==> src/rtl/core_pkg.sv <==
// Shared types for the integer core pipeline: destination-register tags
// and the per-cycle sequencing decision used by pipe_ctrl.
package core_pkg;

    localparam int NUM_TAG_STAGES = 3;
    localparam int REG_ADDR_W     = 5;

    typedef struct packed {
        logic                  valid;
        logic [REG_ADDR_W-1:0] rd;
    } rd_tag_t;

    typedef enum logic [1:0] {
        CTRL_ADV,
        CTRL_STALL,
        CTRL_FLUSH,
        CTRL_FREEZE
    } ctrl_e;

    // x0 is hard-wired zero, so a tag naming it never creates a dependency.
    function automatic logic tag_matches(rd_tag_t tag, logic [REG_ADDR_W-1:0] addr);
        return tag.valid && (tag.rd != '0) && (tag.rd == addr);
    endfunction

endpackage

==> src/rtl/rd_tag_pipe.sv <==
// Three-entry shift register of destination tags for the E, M and W stages.
// Index 0 is E, 1 is M, 2 is W; the W entry retires on each shifting edge.
module rd_tag_pipe
    import core_pkg::*;
(
    input  logic                               clk,
    input  logic                               rst,
    input  logic                               shift,
    input  logic                               insert_bubble,
    input  logic                               hold_EM,
    input  rd_tag_t                            new_tag,
    output rd_tag_t [NUM_TAG_STAGES-1:0]       tags
);

    // NOTE: state uses non-blocking assignments so every stage samples the
    // pre-edge value of its neighbour; blocking here would collapse the shift.
    always_ff @(posedge clk) begin
        if (rst) begin
            tags <= '0;
        end else if (hold_EM) begin
            // Memory stall: E and M hold, W still writes back and drains.
            tags[2] <= '0;
        end else if (shift) begin
            tags[2] <= tags[1];
            tags[1] <= tags[0];
            tags[0] <= insert_bubble ? '0 : new_tag;
        end
    end

endmodule

==> src/rtl/pipe_ctrl.sv <==
// Pipeline sequencing controller: RAW-hazard stall, redirect flush and
// data-memory freeze for the five-stage core, plus stall/flush counters.
module pipe_ctrl
    import core_pkg::*;
#(
    parameter int CNT_W = 32
) (
    input  logic                                    clk,
    input  logic                                    rst,
    input  logic                                    valid_D,
    input  logic [REG_ADDR_W-1:0]                   rs1_addr_D,
    input  logic [REG_ADDR_W-1:0]                   rs2_addr_D,
    input  logic                                    rs1_used_D,
    input  logic                                    rs2_used_D,
    input  logic [REG_ADDR_W-1:0]                   rd_addr_D,
    input  logic                                    rd_we_D,
    input  logic                                    redirect_E,
    input  logic                                    mem_busy_M,
    output logic                                    stall_F,
    output logic                                    stall_D,
    output logic                                    flush_D,
    output logic                                    bubble_E,
    output logic                                    hold_EM,
    output logic [NUM_TAG_STAGES-1:0][REG_ADDR_W-1:0] rd_addr,
    output logic [CNT_W-1:0]                        stall_cnt,
    output logic [CNT_W-1:0]                        flush_cnt
);

    rd_tag_t [NUM_TAG_STAGES-1:0] tags;
    rd_tag_t                      new_tag;
    ctrl_e                        ctrl;
    logic                         haz;

    assign new_tag = '{valid: valid_D & rd_we_D, rd: rd_addr_D};

    rd_tag_pipe u_tag_pipe (
        .clk           (clk),
        .rst           (rst),
        .shift         (ctrl != CTRL_FREEZE),
        .insert_bubble ((ctrl == CTRL_STALL) || (ctrl == CTRL_FLUSH)),
        .hold_EM       (ctrl == CTRL_FREEZE),
        .new_tag       (new_tag),
        .tags          (tags)
    );

    // No forwarding: any live producer in E, M or W blocks the reader.
    // NOTE: every always_comb output gets a default first so no path infers a latch.
    always_comb begin
        haz = 1'b0;
        for (int i = 0; i < NUM_TAG_STAGES; i++) begin
            if ((rs1_used_D && tag_matches(tags[i], rs1_addr_D)) ||
                (rs2_used_D && tag_matches(tags[i], rs2_addr_D)))
                haz = 1'b1;
        end
        haz = haz & valid_D;
    end

    always_comb begin
        ctrl = CTRL_ADV;
        if (mem_busy_M)      ctrl = CTRL_FREEZE;
        else if (redirect_E) ctrl = CTRL_FLUSH;
        else if (haz)        ctrl = CTRL_STALL;
    end

    always_comb begin
        stall_F  = 1'b0;
        stall_D  = 1'b0;
        flush_D  = 1'b0;
        bubble_E = 1'b0;
        hold_EM  = 1'b0;
        unique case (ctrl)
            CTRL_FREEZE: begin
                stall_F = 1'b1;
                stall_D = 1'b1;
                hold_EM = 1'b1;
            end
            CTRL_FLUSH: begin
                flush_D  = 1'b1;
                bubble_E = 1'b1;
            end
            CTRL_STALL: begin
                stall_F  = 1'b1;
                stall_D  = 1'b1;
                bubble_E = 1'b1;
            end
            default: ;
        endcase
    end

    always_comb begin
        rd_addr = '0;
        for (int i = 0; i < NUM_TAG_STAGES; i++)
            rd_addr[i] = tags[i].valid ? tags[i].rd : '0;
    end

    // Counters wrap freely; reset wins over any decision in the same cycle.
    always_ff @(posedge clk) begin
        if (rst) begin
            stall_cnt <= '0;
            flush_cnt <= '0;
        end else begin
            if (ctrl == CTRL_STALL) stall_cnt <= stall_cnt + CNT_W'(1);
            if (ctrl == CTRL_FLUSH) flush_cnt <= flush_cnt + CNT_W'(1);
        end
    end

endmodule

==> config.mk <==
export PLATFORM = sky130hd
export DESIGN_NAME = pipe_ctrl
export DESIGN_NICKNAME = d
export VERILOG_FILES = /design/src/rtl/core_pkg.sv /design/src/rtl/rd_tag_pipe.sv /design/src/rtl/pipe_ctrl.sv
export SDC_FILE = /design/constraint.sdc
export NUM_CORES = 1
export LEC_CHECK = 0
export CAP_MARGIN = 0
export CORE_MARGIN = 1
export CORE_UTILIZATION = 35
export CTS_BUF_LIST = sky130_fd_sc_hd__clkbuf_4 sky130_fd_sc_hd__clkbuf_8 sky130_fd_sc_hd__clkbuf_16
export CTS_CLUSTER_SIZE = 25
export DETAILED_ROUTE_END_ITERATION = 10
export PLACE_DENSITY_LB_ADDON = 0.1
export SYNTH_ARGS = -nofsm -noshare
export SYNTH_HDL_FRONTEND = slang
export SYNTH_HIERARCHICAL = 1
export SYNTH_SLANG_ARGS = --single-unit
export TNS_END_PERCENT = 30
==> constraint.sdc <==
create_clock -name clk -period 4.9 [get_ports clk]
set_clock_uncertainty 0.2 [all_clocks]
set_input_delay 0.735 -clock clk [delete_from_list [all_inputs] [get_ports clk]]
set_output_delay 0.735 -clock clk [all_outputs]
set_load 0.02 [all_outputs]
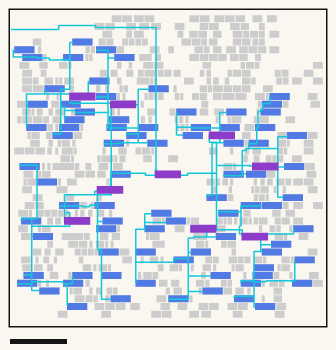
Fig. 1. Clock wires, drivers and flops.
The bar under the picture is 20 um long.
[clock wires] cyan | length: 1080 um
[flip-flops] blue | count: 82
[clock drivers] purple | count: 9
flops lie: widely spread
routed clock nets: 10
Clk pwr share: 0.441
Clk Latency, worst-skew pair: 0.33 ns
Clock Power: 0.000614 W

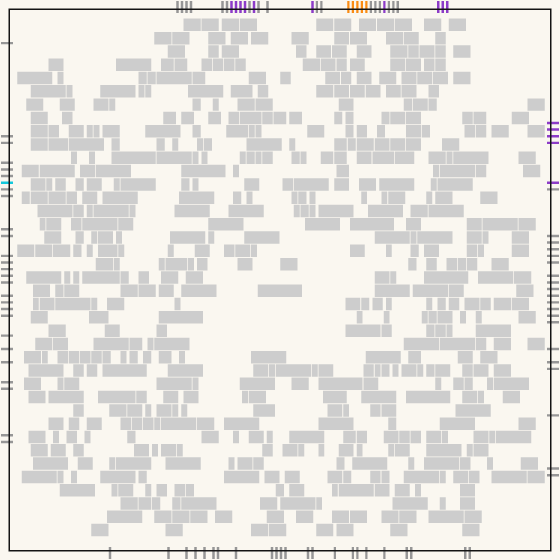
Fig. 2. Pin placement.
Pins as bars across the die edge, other pins in gray.
[`rs2_addr_D`] orange | pins: 5 | direction: input | edge: top
[`rst`] cyan | pins: 1 | direction: input | edge: left
[`rd_addr`] purple | pins: 15 | direction: output | edge: 10 top, 5 right
all pins by edge: 32 top, 27 left, 25 right, 23 bottom

==> GITHUB_STEP_SUMMARY <==
### Metrics collected by this job

| Metric | Value |
|---|---|
| Max Slew Vio Count | `0` |
| P_leak | `between 2 and 2.5 nW` |
| Post-synth EDFFs | `0` |
| GRT Overall Usage | `0.171` |
| Antenna Nets Post-Route | `0` |
| Die width | `around 110 um` |
| Mapped Cells | `471` |
| Register area share after synthesis | `0.399` |
| Async set-reset flop share out of synthesis | `0` |
| Wirelength per Cell | `about 14 um` |
| Slew headroom | `0.337` |
| Initial antenna violation count | `0` |
| Tool Warnings | `28` |
| R2r startpoint | `u_tag_pipe/tags[1]` |
| Worst EP arrival | `3.37 ns` |
| Status | `complete, no violations` |
| Total power | `around 0.0014 W` |
| TritonCTS clock tree | `yes` |
| CP Launch Point | `rs1_addr_D[1]` |
| Flops out of synthesis | `between 80 and 90` |
| PwrDens | `252 nW/um^2` |
| Reg2Reg Setup Slack | `1.48 ns` |
| RePlAce Congestion | `a little over 0.8` |
| CP max FO | `7` |
| Setup TNS | `0 ns` |
| I/O Pins | `approximately 110` |
| Num CTS Buffers | `9` |
| Yosys warning tally | `6` |
| Synth logic family | `simple AND/OR/NAND/NOR gates` |
| Req. time, crit path | `3.96 ns` |
| Root Buffer | `clkbuf_16` |
| Initial drt markers | `between 100 and 150` |
| CTS Buffer Depth | `2` |
| Crit. End Element | `primary output` |
| Final Non-Filler Cells | `717` |
| Mux frac, synth | `0.0194` |
| Tmin final | `about 4.3 ns` |
| Synth Area per Inst | `approximately 9 um^2` |
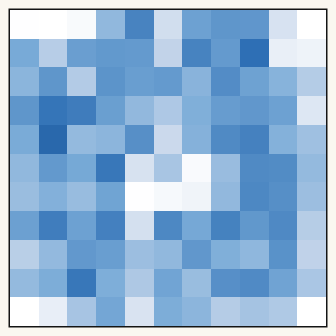
Fig. 3. Cell area per tile.
The die is cut into 11 by 11 equal tiles; white is low, dark blue is high, 0 to 100% covered.
nearly empty tiles: 5.0%
tiles over 75% full: 0.80%
mean over tiles: 44%
emptiest ninth of the die: center
fullest tile: 78%
fin util: 0.482
core area: 11500 um^2
Pre-Place Util: 0.359

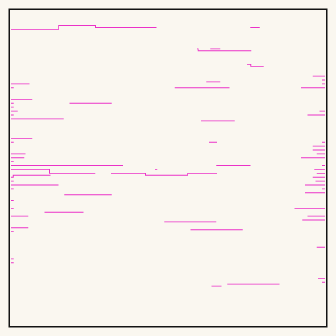
Fig. 4. Signal wires on met3.
share of all routed wire: 5.2%
longest straight run: 38.9 um
nets with wire on the layer: 62
wire length on this layer: 540 um

## cell families after synthesis
group,after synthesis
adders and majority gates,5
and+or+nand+nor,237
muxes,8
xor gates and xnor gates,89
AOI/OAI and AO/OA,23
DFF,82
buffers and inverters,27
## power by group
| part | internal, W | total [W] | switching (W) |
|---|---|---|---|
| Combinational | 0.0000449 | 0.0000945 | 0.0000495 |
| Sequential | 0.000672 | 0.000682 | 0.0000107 |
| Clock | 0.000352 | 0.000614 | 0.000261 |
## flip-flops by register name (all words and copies together) (netlist names)
| register | count |
|---|---|
| stall_cnt | 32 |
| u_tag_pipe/tags | 18 |
| flush_cnt | 32 |
## how the worst max path moves through the flow
stage | to | cells after the start
finish | bubble_E | 8
floorplan | stall_cnt[16] | 11
CTS | bubble_E | 8
global route | bubble_E | 8
global placement | bubble_E | 8
detailed placement | bubble_E | 8
## cell usage after synthesis, drive strengths merged, types with 2 or more instances
cell type  number  share of area
inv             8         0.0073
o21ai           2         0.0024
nand3          25          0.030
and2           19          0.029
buf            10          0.017
nand4b          3         0.0064
or2             2         0.0030
mux2i           8          0.019
xnor2          20          0.043
a21oi          16          0.019
nand4          28          0.046
nor2           72          0.070
nand2          36          0.033
xor2           69           0.15
and3            9          0.014
nor3            6         0.0097
ha              5          0.015
nand3b          6          0.011
nor2b           4         0.0061
clkbuf          9         0.0082
dfxtp          82           0.40
or4             6          0.012
and4            7          0.015
o211ai          3         0.0067
nor4           10          0.019
## cell type report
type / count / area [um^2] / share of cell area
multi-input combinational: 362 / 2340 / 0.424
sequential: 82 / 1640 / 0.297
timing repair buffer: 107 / 1060 / 0.192
clock buffer: 10 / 239 / 0.0432
tap: 143 / 179 / 0.0324
clock inverter: 5 / 31.3 / 0.00566
inverter: 8 / 30.0 / 0.00543
## worst max-delay path, cell delays in order
cell,delay [ns]
clkdlybuf4s50_1,0.56
xor2_1,0.19
nor4_1,0.08
nand3_1,0.09
a21oi_1,0.08
or4_1,0.60
ha_1,0.41
clkdlybuf4s50_1,0.63
## through the flow
step | hold slack (ns) | instance area (um^2)
2_1_floorplan | 0.285 | 4120
3_3_place_gp | 0.268 | 5260
3_5_place_dp | 0.288 | 5260
4_1_cts | 0.296 | 5530
5_1_grt | 0.329 | 5530
6_report | 0.291 | 5530
## placed cells by master (no fill, tap or decap), types with 5 or more instances in the layout
cell	netlist	layout
clkdlybuf4s50_1	0	105
dfxtp_1	82	82
xor2_1	69	69
nor2_1	68	68
nand2_1	36	36
nand4_1	27	27
nand3_1	25	25
xnor2_1	20	20
and2_1	17	17
a21oi_1	16	16
nor4_1	9	9
and3_1	9	9
clkbuf_16	0	9
inv_1	8	8
mux2i_1	8	8
and4_1	6	6
nand3b_1	6	6
or4_1	5	5
ha_1	5	5
## layer usage
| layer | global-route usage | vias to the layer above | part of all wire |
|---|---|---|---|
| li1 | - | 1799 | - |
| met1 | 0.226 | 1657 | 0.48 |
| met2 | 0.270 | 84 | 0.46 |
| met3 | 0.0472 | 12 | 0.052 |
| met4 | 0.0569 | 0 | 0.012 |
| met5 | 0 | - | 0 |
Power figures rest on the tool's default switching activity, not on a simulated workload.
